==> config.mk <==
export PLATFORM = sky130hd
export DESIGN_NAME = stage_memory_flat
export DESIGN_NICKNAME = d
export VERILOG_FILES = /design/src/rtl/stage_memory_pkg.sv /design/src/rtl/stage_memory_if.sv /design/src/rtl/stage_memory_align.sv /design/src/rtl/stage_memory.sv /design/src/flat_wrapper.sv
export SDC_FILE = /design/constraint.sdc
export NUM_CORES = 1
export LEC_CHECK = 0
export CAP_MARGIN = 20
export CELL_PAD_IN_SITES_DETAIL_PLACEMENT = 1
export CELL_PAD_IN_SITES_GLOBAL_PLACEMENT = 1
export CORE_ASPECT_RATIO = 0.8
export CORE_MARGIN = 5
export CORE_UTILIZATION = 33
export CTS_BUF_LIST = sky130_fd_sc_hd__clkbuf_8
export CTS_CLUSTER_DIAMETER = 200
export DETAILED_ROUTE_END_ITERATION = 10
export GPL_ROUTABILITY_DRIVEN = 0
export PLACE_DENSITY_LB_ADDON = 0.3
export SLEW_MARGIN = 20
export SYNTH_ARGS = -nofsm -noshare
export SYNTH_HDL_FRONTEND = slang
export SYNTH_HIERARCHICAL = 1
export SYNTH_SLANG_ARGS = --single-unit
==> constraint.sdc <==
create_clock -name clk -period 3.88 [get_ports clk]
set_input_delay 0.776 -clock clk [delete_from_list [all_inputs] [get_ports clk]]
set_output_delay 0.776 -clock clk [all_outputs]
set_load 0.1 [all_outputs]
Figure 1. Clock nets (run 1).
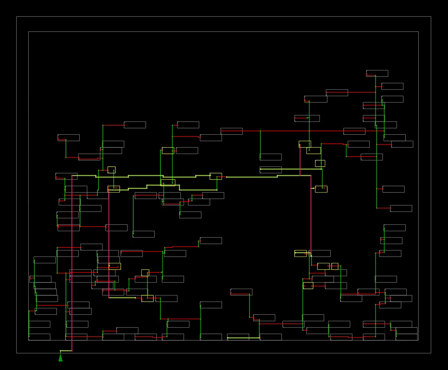
Num CTS Buffers: 9
Clock Skews: 0.0164 ns
Insertion Delay late pin: 0.40 ns
flop count: 105

Figure 2. Placed cells, one color a class (run 1).
Scale: 2 px per um. Fill, decap, tap and diode cells in gray.
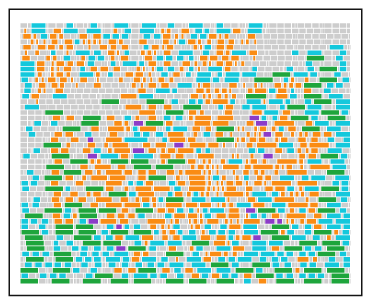
class	color	cells
flops	green	105
clock drivers and dummy loads	purple	16
all other logic	orange	504
other buffers and delay cells	cyan	356
final instance area: 12,600 um2
Std-Cell Rows: 48
fin util: 0.585
Seq/total area: 0.209
Core Area: 21,600 um2

Figure 3. Clock distribution (run 1).
Scale: 3 px per um.
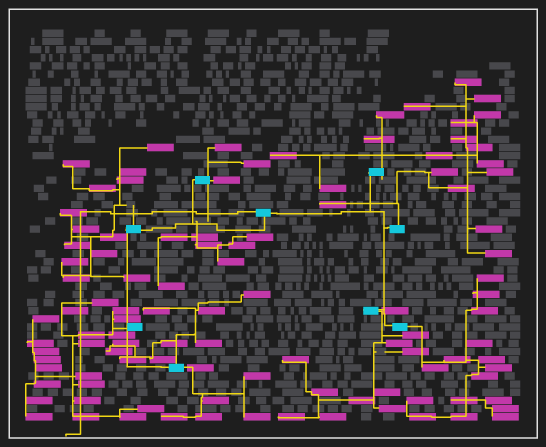
[flip-flops] magenta | count: 105
[cells driving clock nets] cyan | count: 9
[clock wires] yellow | length: 1,550 um
routed clock nets	10
flops lie	widely spread
Clock Power: 0.000718 W
Clock power frac: 0.170

Figure 4. Layout detail (run 1).
Region (75, 59) to (100, 84) um. Cells in gray, sequential cells in the stronger gray; small squares are vias.
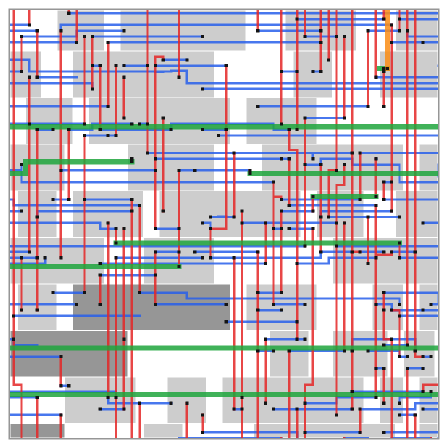
layer	color
met2	red
met1	blue
met4	orange
met3	green
cells with their middle in the window	35
most frequent	mux4_2 (6), and2_1 (5), mux2_2 (5)
sequential cells in the window	2

==> results.json, run 1 <==
{
  "fill_cells": 2167,
  "cp.required_ns": 3.10,
  "grt_use_met3": 0.0459,
  "portBuffers": 316,
  "cp_max_fo": 16,
  "reg2regPathDepth": 9,
  "drive_gt1_frac": 0.386,
  "cpPeakStageDelay_ns": 0.53,
  "clockBufferDepth": 2,
  "critPathKind": "reg -> out",
  "logic_gate_count": 501,
  "clock_area_frac": 0.0162,
  "largestPowerGroup": "combinational logic",
  "post-route-period-util": 0.986,
  "slew_viol_final": 0,
  "worstPathArrival_ns": 3.05,
  "p_switching_w": 0.00196,
  "p_int_w": 0.00225,
  "min_period_ns": 3.82,
  "warnings": 29,
  "chipWidth_um": 175,
  "grt_usage": 0.221,
  "wl_met1_mm": 11.9,
  "dpl.hpwl_mm": 22.7,
  "critPathLaunchType": "register",
  "clock.fmax_ghz": 0.261,
  "tightest_slew_ns": 1.02,
  "cts-hold-fix-buffers": 0,
  "setup_viol_count_final": 0,
  "grt_pass1_vias": 6984,
  "taps": 275,
  "instances_no_fill": 1257,
  "wl_met3_mm": 1.81,
  "routed_wl_mm": 28.5,
  "vdd_drop_max_v": 0.000181,
  "initCoreUtil": 0.335,
  "seqCellArea_um2": 2630,
  "total_power_w": 0.00422,
  "hold_path.class": "in -> async",
  "pg_comb_w": 0.00222,
  "crit_buf_inv": 4,
  "ios": 317,
  "crit_path_top_delay_cell": "dfrtp_4",
  "whs_ns": 0.238,
  "status": "finished, final reports clean",
  "comb_power_share": 0.526,
  "antenna_cells": 1,
  "highest_layer": "met5",
  "vias": 6558,
  "antenna_left": 0
}
## run 1: placed cells by master (no fill, tap or decap), types with 3 or more instances in the layout
master / n
clkdlybuf4s50_1: 211
dfrtp_1: 103
mux2_2: 97
buf_12: 96
mux2i_1: 46
buf_4: 43
nand2_1: 42
and2_1: 34
mux4_2: 34
nor2_4: 29
nor2_1: 25
o21ai_0: 22
nor2b_1: 16
and3_1: 15
xnor2_4: 13
nand3_1: 11
nand4_1: 11
clkbuf_8: 9
xnor2_2: 9
mux2i_2: 9
a21oi_1: 9
conb_1: 9
mux2_1: 8
a22o_1: 8
o21ai_1: 8
o21ai_2: 4
and4_1: 3
inv_1: 3
nor3_1: 3
xor2_2: 3
mux2_4: 3
==> run 2, diff against run 1 <==
CAP_MARGIN = 25   (was 20)
Figure 5. Clock distribution (run 2).
Scale: 3 px per um.
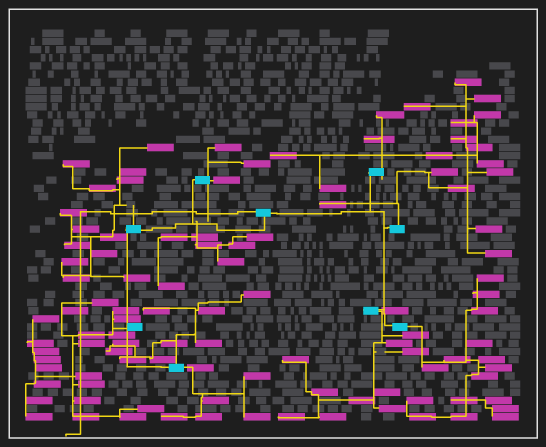

Figure 6. Clock nets (run 2).
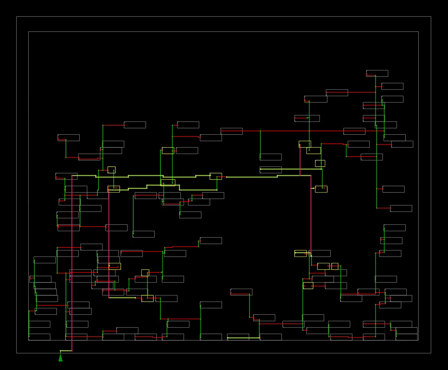
Clock Sink Count: 105
Layout clock buffers: 9

Figure 7. Placement density heat map (run 2).
Scale: 1.5 px per um. The die is cut into 18 by 14 equal tiles; black is low, pale yellow is high, 0 to 100% covered.
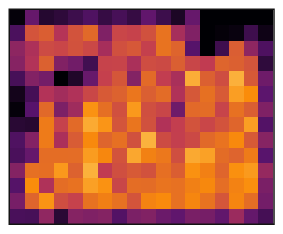
emptiest ninth of the die	north-east
mean over tiles	49%
tiles over 75% full	9.1%
Pre-Place Util: 0.335

==> results.json, run 2 <==
{
  "instances_no_fill": 1257,
  "drv_cap": 0,
  "critPathKind": "reg -> out",
  "antenna_found_initial": 4,
  "total_power_w": 0.00422,
  "power_sequential_w": 0.00128,
  "whs_ns": 0.238,
  "clockPowerShare": 0.170,
  "avgSynthCellArea_um2": 10.9,
  "crit_buf_inv": 4,
  "p_sw_frac": 0.466,
  "cpPeakStageDelay_ns": 0.53,
  "cts_made_buffers": 9,
  "wire_per_inst_um": 22.7,
  "p_int_w": 0.00225,
  "rows": 48,
  "place_ws_ns": -0.0122,
  "grt_overflow": 0,
  "clk_latency_ns": 0.40,
  "cp.required_ns": 3.10,
  "netlist_area_um2": 7230,
  "cts-hold-fix-buffers": 0,
  "core_area_um2": 21600,
  "dieArea_um2": 25000,
  "grt_pass1_vias": 6984,
  "slew_viol_final": 0,
  "worstSetupEndpointType": "output pin",
  "ios": 317,
  "final_cell_area_um2": 12600,
  "routed_wl_mm": 28.5,
  "ctsResizeCount": 12,
  "comb_power_share": 0.526,
  "portBuffers": 316,
  "hold_path.class": "in -> async",
  "grt_max_degree": 66,
  "grt_use_met3": 0.0459,
  "dpl.hpwl_mm": 22.7,
  "grt_pass1_wl_mm": 42.9,
  "p_per_area_nw_per_um2": 334,
  "warnings": 29,
  "clkTransAtPathRegs_ns": 0.12,
  "critPathMostFrequentCell": "buf_12",
  "post-route-period-util": 0.986,
  "grt_use_met1": 0.286,
  "chipWidth_um": 175,
  "fin_nets": 1121,
  "leakagePower_nw": 5.27,
  "mostFrequentLayoutCells": "clkdlybuf4s50_1 (211), dfrtp_1 (103), mux2_2 (97)",
  "vias": 6558,
  "tightest_slew_ns": 1.02,
  "status": "finished, final reports clean",
  "clock_skew_ns": 0.0164,
  "worstPathArrival_ns": 3.05,
  "dp_cells": 1229,
  "cts_tree": "built",
  "synthCells": 662,
  "largestPowerGroup": "combinational logic",
  "utilization": 0.585,
  "cp_top_family": "multiplexers",
  "slew_headroom": 0.315,
  "cts_setup_buffers": 3,
  "crit_cells": 11,
  "min_period_ns": 3.82,
  "antenna_left": 0,
  "clockBufferDepth": 2,
  "p_seq_frac": 0.304,
  "fp.dieH_um": 142,
  "grt_usage": 0.221,
  "vdd_drop_max_v": 0.000181,
  "power_clock_w": 0.000718,
  "postPlaceCellArea_um2": 12200,
  "r2r_setup_slack_ns": 1.30,
  "mostFrequentLayoutCell": "clkdlybuf4s50_1",
  "fill_cells": 2167,
  "grt_setup_unrepaired": "yes",
  "pg_comb_w": 0.00222,
  "cp_max_fo": 16,
  "drive_gt1_frac": 0.386,
  "p_switching_w": 0.00196,
  "ys_warn_count": 6,
  "setup_viol_count_final": 0,
  "critPathLaunchType": "register",
  "clock.fmax_ghz": 0.261,
  "grt-busiest-layer": "met2",
  "hold_viol": 0,
  "crit_path_top_delay_cell": "dfrtp_4",
  "reg2regPathDepth": 9
}
-- run 2: routing by layer --
| metal | wire (um) | share of wire | up-vias |
|---|---|---|---|
| li1 | - | - | 2990 |
| met1 | 11900 | 0.42 | 3309 |
| met2 | 14200 | 0.50 | 219 |
| met3 | 1810 | 0.063 | 34 |
| met4 | 534 | 0.019 | 6 |
| met5 | 32 | 0.0011 | - |
-- run 2: cell type report --
class                           instances  area [um2]  share of cell area
Timing Repair Buffer                  356        4470               0.355
Antenna cell                            1        2.50            0.000199
Inverter                                3        11.3            0.000893
Clock inverter                          7        80.1             0.00635
Sequential cell                       105        2630               0.209
Multi-Input combinational cell        501        4940               0.392
Tap cell                              275         344              0.0273
Clock buffer                            9         124             0.00983
Power and IR drop assume default switching activity.
